`src/rtl/dmem_arb_pkg.sv`:
```
// rtl/dmem_arb_pkg.sv - shared types and constants for the data-memory arbiter
//
// Purpose: FSM state encoding, port count, default widths and the command
//          record latched when a request is accepted.
package dmem_arb_pkg;

  localparam int NUM_PORTS   = 2;
  localparam int DMEM_DATA_W = 32;
  localparam int DMEM_ADDR_W = 32;

  typedef enum logic [1:0] {
    INIT   = 2'd0,
    IDLE   = 2'd1,
    ACCESS = 2'd2,
    RESP   = 2'd3
  } dmem_state_e;

  typedef struct packed {
    logic                   port;     // owning requester (0 or 1)
    logic                   write;    // 1 = store, 0 = load
    logic [DMEM_ADDR_W-1:0] address;  // byte address as presented
    logic [DMEM_DATA_W-1:0] data;     // store data
  } dmem_cmd_t;

endpackage

```
`src/rtl/dmem_rr_pick.sv`:
```
// rtl/dmem_rr_pick.sv - combinational two-port grant selection
//
// Purpose: one-hot grant from the two request valids. A port is granted only
//          when its valid is high.
// Config : DMEM_ARB_ROUND_ROBIN_EN defined   -> on a tie the port not granted
//                                               last wins.
//          DMEM_ARB_ROUND_ROBIN_EN undefined -> port 0 always wins a tie.
// Ports  : valid_i      in  [NUM_PORTS-1:0] request valids, bit n = port n
//          last_grant_i in  1               port granted at the last acceptance
//          grant_o      out [NUM_PORTS-1:0] one-hot grant (or zero)
import dmem_arb_pkg::*;

module dmem_rr_pick (
  input  logic [NUM_PORTS-1:0] valid_i,
  input  logic                 last_grant_i,
  output logic [NUM_PORTS-1:0] grant_o
);

`ifdef DMEM_ARB_ROUND_ROBIN_EN
  always_comb begin
    grant_o = '0;
    if (valid_i[0] && valid_i[1]) begin
      // Tie: favour whichever port did not win last time.
      grant_o = last_grant_i ? 2'b01 : 2'b10;
    end else if (valid_i[0]) begin
      grant_o = 2'b01;
    end else if (valid_i[1]) begin
      grant_o = 2'b10;
    end
  end
`else
  // History is irrelevant under fixed priority.
  logic unused_last_grant;
  assign unused_last_grant = last_grant_i;
  assign grant_o = {valid_i[1] & ~valid_i[0], valid_i[0]};
`endif

endmodule

```
`src/rtl/dmem_arbiter.sv`:
```
// rtl/dmem_arbiter.sv - two-port arbiter and access sequencer for data memory
//
// Purpose: shares one DataMemory between port 0 (CPU) and port 1 (loader).
//          Each access runs IDLE (accept) -> ACCESS (memory cycle) -> RESP
//          (completion strobe). Load data is registered per port.
// Config : DMEM_ARB_ROUND_ROBIN_EN selects round-robin arbitration in
//          dmem_rr_pick; default is fixed priority to port 0.
// Ports  : clk, rst                 clock, synchronous active-high reset
//          ReqValid/Write/Address/WriteData0/1  request side, per port
//          ReqReady0/1              acceptance this cycle (IDLE winner only)
//          RspValid0/1, RspData0/1  one-cycle completion strobe, load data
//          Address, WriteData, MemWrite, MemRead, Startin  to memory
//          ReadData                 from memory, combinational read
import dmem_arb_pkg::*;

module dmem_arbiter #(
  parameter int DATA_WIDTH = DMEM_DATA_W,
  parameter int ADDR_WIDTH = DMEM_ADDR_W
) (
  input  logic                  clk,
  input  logic                  rst,
  input  logic                  ReqValid0,
  input  logic                  ReqWrite0,
  input  logic [ADDR_WIDTH-1:0] ReqAddress0,
  input  logic [DATA_WIDTH-1:0] ReqWriteData0,
  output logic                  ReqReady0,
  output logic                  RspValid0,
  output logic [DATA_WIDTH-1:0] RspData0,
  input  logic                  ReqValid1,
  input  logic                  ReqWrite1,
  input  logic [ADDR_WIDTH-1:0] ReqAddress1,
  input  logic [DATA_WIDTH-1:0] ReqWriteData1,
  output logic                  ReqReady1,
  output logic                  RspValid1,
  output logic [DATA_WIDTH-1:0] RspData1,
  output logic [ADDR_WIDTH-1:0] Address,
  output logic [DATA_WIDTH-1:0] WriteData,
  output logic                  MemWrite,
  output logic                  MemRead,
  output logic                  Startin,
  input  logic [DATA_WIDTH-1:0] ReadData
);

  dmem_state_e           state_q, state_d;
  dmem_cmd_t             cmd_q, cmd_d;
  logic                  last_grant_q, last_grant_d;
  logic [DATA_WIDTH-1:0] rsp_data0_q, rsp_data0_d;
  logic [DATA_WIDTH-1:0] rsp_data1_q, rsp_data1_d;
  logic [NUM_PORTS-1:0]  grant;

  dmem_rr_pick u_pick (
    .valid_i      ({ReqValid1, ReqValid0}),
    .last_grant_i (last_grant_q),
    .grant_o      (grant)
  );

  always_ff @(posedge clk) begin
    if (rst) begin
      state_q      <= INIT;
      cmd_q        <= '0;
      last_grant_q <= 1'b1;  // port 0 wins the first tie
      rsp_data0_q  <= '0;
      rsp_data1_q  <= '0;
    end else begin
      state_q      <= state_d;
      cmd_q        <= cmd_d;
      last_grant_q <= last_grant_d;
      rsp_data0_q  <= rsp_data0_d;
      rsp_data1_q  <= rsp_data1_d;
    end
  end

  always_comb begin
    state_d      = state_q;
    cmd_d        = cmd_q;
    last_grant_d = last_grant_q;
    rsp_data0_d  = rsp_data0_q;
    rsp_data1_d  = rsp_data1_q;
    ReqReady0    = 1'b0;
    ReqReady1    = 1'b0;
    unique case (state_q)
      INIT: state_d = IDLE;
      IDLE: begin
        ReqReady0 = grant[0] & ~rst;
        ReqReady1 = grant[1] & ~rst;
        // A grant implies the winner's valid is high, so it is the handshake.
        if (|grant) begin
          cmd_d.port    = grant[1];
          cmd_d.write   = grant[1] ? ReqWrite1     : ReqWrite0;
          cmd_d.address = grant[1] ? ReqAddress1   : ReqAddress0;
          cmd_d.data    = grant[1] ? ReqWriteData1 : ReqWriteData0;
          last_grant_d  = grant[1];
          state_d       = ACCESS;
        end
      end
      ACCESS: begin
        if (!cmd_q.write) begin
          if (cmd_q.port) rsp_data1_d = ReadData;
          else            rsp_data0_d = ReadData;
        end
        state_d = RESP;
      end
      RESP: state_d = IDLE;
      default: state_d = INIT;
    endcase
  end

  // Memory-side controls are gated by rst in the same cycle so an access
  // interrupted by reset never reaches the array.
  assign MemWrite  = (state_q == ACCESS) &  cmd_q.write & ~rst;
  assign MemRead   = (state_q == ACCESS) & ~cmd_q.write & ~rst;
  assign Address   = {cmd_q.address[ADDR_WIDTH-1:2], 2'b00};
  assign WriteData = cmd_q.data;
  assign Startin   = (state_q == INIT) | rst;

  assign RspValid0 = (state_q == RESP) & ~cmd_q.port & ~rst;
  assign RspValid1 = (state_q == RESP) &  cmd_q.port & ~rst;
  assign RspData0  = rsp_data0_q;
  assign RspData1  = rsp_data1_q;

  // Byte offset is kept in the command but the memory is word-addressed.
  logic unused_addr_lsb;
  assign unused_addr_lsb = ^cmd_q.address[1:0];

endmodule
```
`config.mk`:
```
export PLATFORM = sky130hd
export DESIGN_NAME = dmem_arbiter
export DESIGN_NICKNAME = d
export VERILOG_FILES = /design/src/rtl/dmem_arb_pkg.sv /design/src/rtl/dmem_rr_pick.sv /design/src/rtl/dmem_arbiter.sv
export SDC_FILE = /design/constraint.sdc
export NUM_CORES = 1
export LEC_CHECK = 0
export CAP_MARGIN = 5
export CORE_AREA = 4 4 127 129
export DETAILED_ROUTE_END_ITERATION = 8
export DIE_AREA = 0 0 131 133
export GPL_ROUTABILITY_DRIVEN = 0
export PLACE_DENSITY_LB_ADDON = 0.08
export SYNTH_ARGS = -nofsm -noshare
export SYNTH_HDL_FRONTEND = slang
export SYNTH_SLANG_ARGS = --single-unit
```
`constraint.sdc`:
```
create_clock -name clk -period 2.03 [get_ports clk]
set_clock_uncertainty 0.15 [all_clocks]
set_input_delay 0.406 -clock clk [delete_from_list [all_inputs] [get_ports clk]]
set_output_delay 0.406 -clock clk [all_outputs]
set_load 0.03 [all_outputs]
```
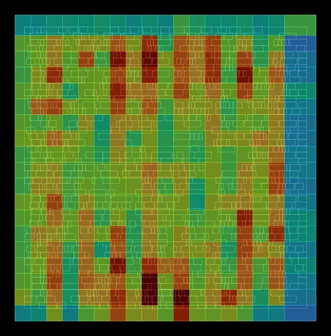
(track usage over the die)
met1 usage: 0.218
gr busiest metal: met2
GRT met2 Usage: 0.322
post-layout util: 0.620

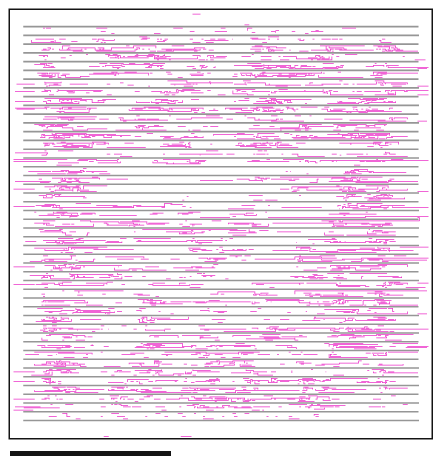
(metal 1)
The bar under the picture is 50 um long. Supply wires on this layer in grey.
nets with wire on the layer: 936
wire length on this layer: 6920 um
main direction: horizontal

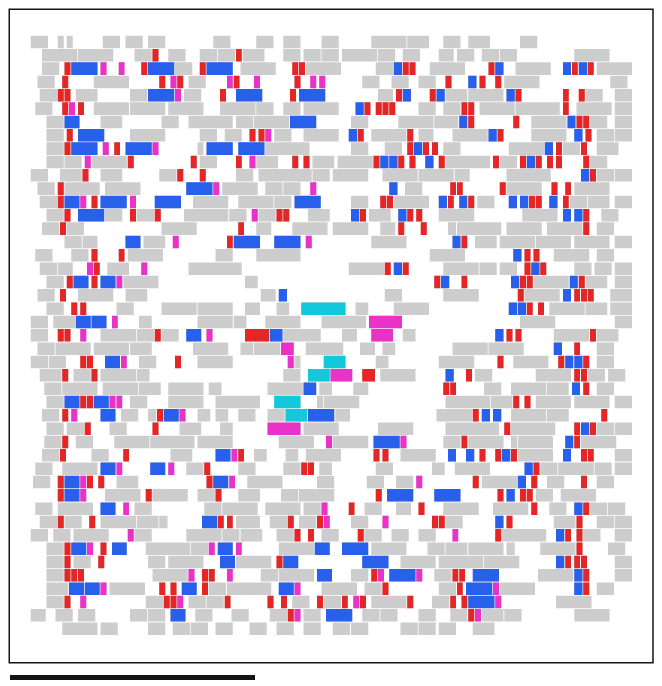
(gate families picked out)
The bar under the picture is 50 um long.
legend:
  nor cells:
    colour: magenta
    cells: 69
    most_used: nor2_1
  fa/ha/maj cells:
    colour: cyan
    cells: 5
    most_used: ha_1
    where: centre
  nand cells:
    colour: red
    cells: 256
    most_used: nand2_1
    where: spread over the die
  aoi and oai cells:
    colour: blue
    cells: 130
    most_used: a21oi_1
    where: spread over the die

==> flow_summary.toml <==
# implementation run metrics
[floorplanning]
core_util_floorplan = 0.393
die_area_um2 = 17400
die_y_um = 133
fp-row-count = 45
die_w_um = 131
core_um2 = 15000

[worst_setup_path]
crit_path_end_kind = "output port"
critPathRequiredTime_ns = 1.47
cp-endpoint = "RspData1[9]"
path_delay_family = "buffers and inverters"
worstReg2RegEnd = "WriteData[20]"
worstReg2RegStart = "state_q[0]"
max_stage_delay_ns = 0.70
reg2reg_depth = 6

[synthesis]
netlist_area_um2 = 5900
syn_inst = 723
yosys_cells = 723
yosysSeqAreaShare = 0.441
top_cells_by_area = "dfxtp_1 44%, nand2_1 16%, buf_4 9.0%, a311oi_2 7.6%, a21oi_1 5.5%"

[route]
vias_per_cell = 4.93
first_iter_violations = 229
wl_met2_mm = 8.66
wl_per_cell_um = 15.9
routed-wl-met3_mm = 1.75

[place]
placedInstanceArea_um2 = 8590
io_buffers = 294

[final_timing]
max_freq_ghz = 0.496
setup_viol = 0
slew_viol_final = 0
hold_viol_final = 0

[global_routing]
grt_start_max_net_pins = 88
grt_pass1_vias = 5508
overflow = 0

[power_and_ir_drop]
ir_worst_vdd_uv = 608
p_leak_nw = 4.05

[hold_path]
min_path_type = "input port to flop"
min_to = "state_q[1]"

[run]
drv_cap = 0
warnings = 36

[status]
status = "finished clean"

[finish]
layout-drive-gt1-share = 0.111
syn_to_final_growth_pct = 57.9

[clock_network]
clock_sinks = 130
cts_buffer_depth = 2
cts_made_buffers = 17
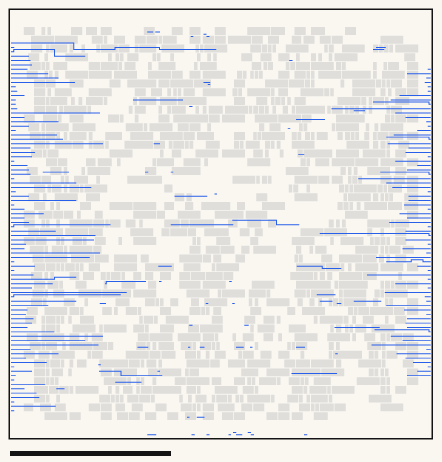
(the metal 3 layer)
The bar under the picture is 50 um long.
main direction: horizontal
wire length on this layer: 1750 um
vias: 5614
final wirelength: 18.1 mm
M3 GR Usage: 0.0791

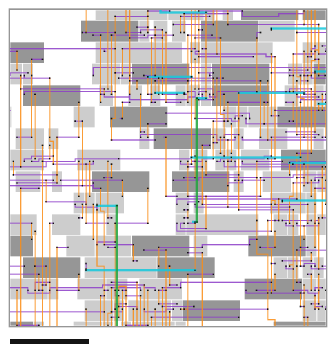
(close-up of the layout)
The bar under the picture is 10 um long. Region (78, 13) to (118, 53) um. Cells in grey, sequential cells in the stronger grey; small squares are vias.
legend:
  metal 3:
    colour: cyan
  metal 1:
    colour: purple
  metal 2:
    colour: orange
  metal 4:
    colour: green
netlist names of flops here include: RspData1 (7), WriteData (7), RspData0 (5)
sequential cells in the window: 19
most frequent: nand2_1 (35), dfxtp_1 (19), a21oi_1 (17)
cells with their middle in the window: 104

## cells by family (layout without fill, tap and decap cells)
| kind of cell | count (synthesis) | count (layout) | synth area share |
|---|---|---|---|
| buffers and inverters | 123 | 349 | 0.141 |
| AND-OR/OR-AND | 131 | 131 | 0.184 |
| multiplexers | 1 | 1 | 0.00170 |
| adder cells (fa/ha/maj) | 5 | 5 | 0.0106 |
| AND/OR/NAND/NOR | 332 | 332 | 0.221 |
| flip-flops | 130 | 130 | 0.441 |
| other | 1 | 3 | 0.000635 |
## sequential cells by signal, indices dropped and copies added, names as in the netlist
signal / flops
WriteData: 32
RspData1: 32
cmd_q: 2
RspData0: 32
Address: 30
state_q: 2
## area by class of cell
type | count | area (um^2)
sequential | 130 | 2610
tap | 188 | 235
clock inverter | 10 | 134
multi-input combinational | 471 | 2540
antenna | 1 | 2.50
timing repair buffer | 316 | 3340
inverter | 2 | 7.51
clock buffer | 21 | 460
fill | 1267 | 5710
## report_power, final
| part | leakage, nW | switching, mW | internal (mW) |
|---|---|---|---|
| registers | 1.06 | 0.171 | 2.87 |
| logic | 2.70 | 1.49 | 1.22 |
| clock network | 0.289 | 1.10 | 1.98 |
| total | 4.05 | 2.77 | 6.07 |
## metrics by stage
step                total power, mW  setup TNS (ns)  setup WS [ns]  std cells
floorplan                      4.91          -0.139        -0.0695        724
global placement               5.78          -0.106        -0.0294       1106
detailed placement             5.83          -0.855        -0.0957       1106
CTS                            8.95        -0.00605       -0.00605       1138
global route                   9.23               0       0.000383       1139
finish                         8.84               0         0.0127       1139
## metal layers
metal  vias up  track usage
li1       2769            -
met1      2559        0.218
met2       234        0.322
met3        52       0.0791
met4         0        0.110
met5         -            0
Power and IR drop assume default switching activity.
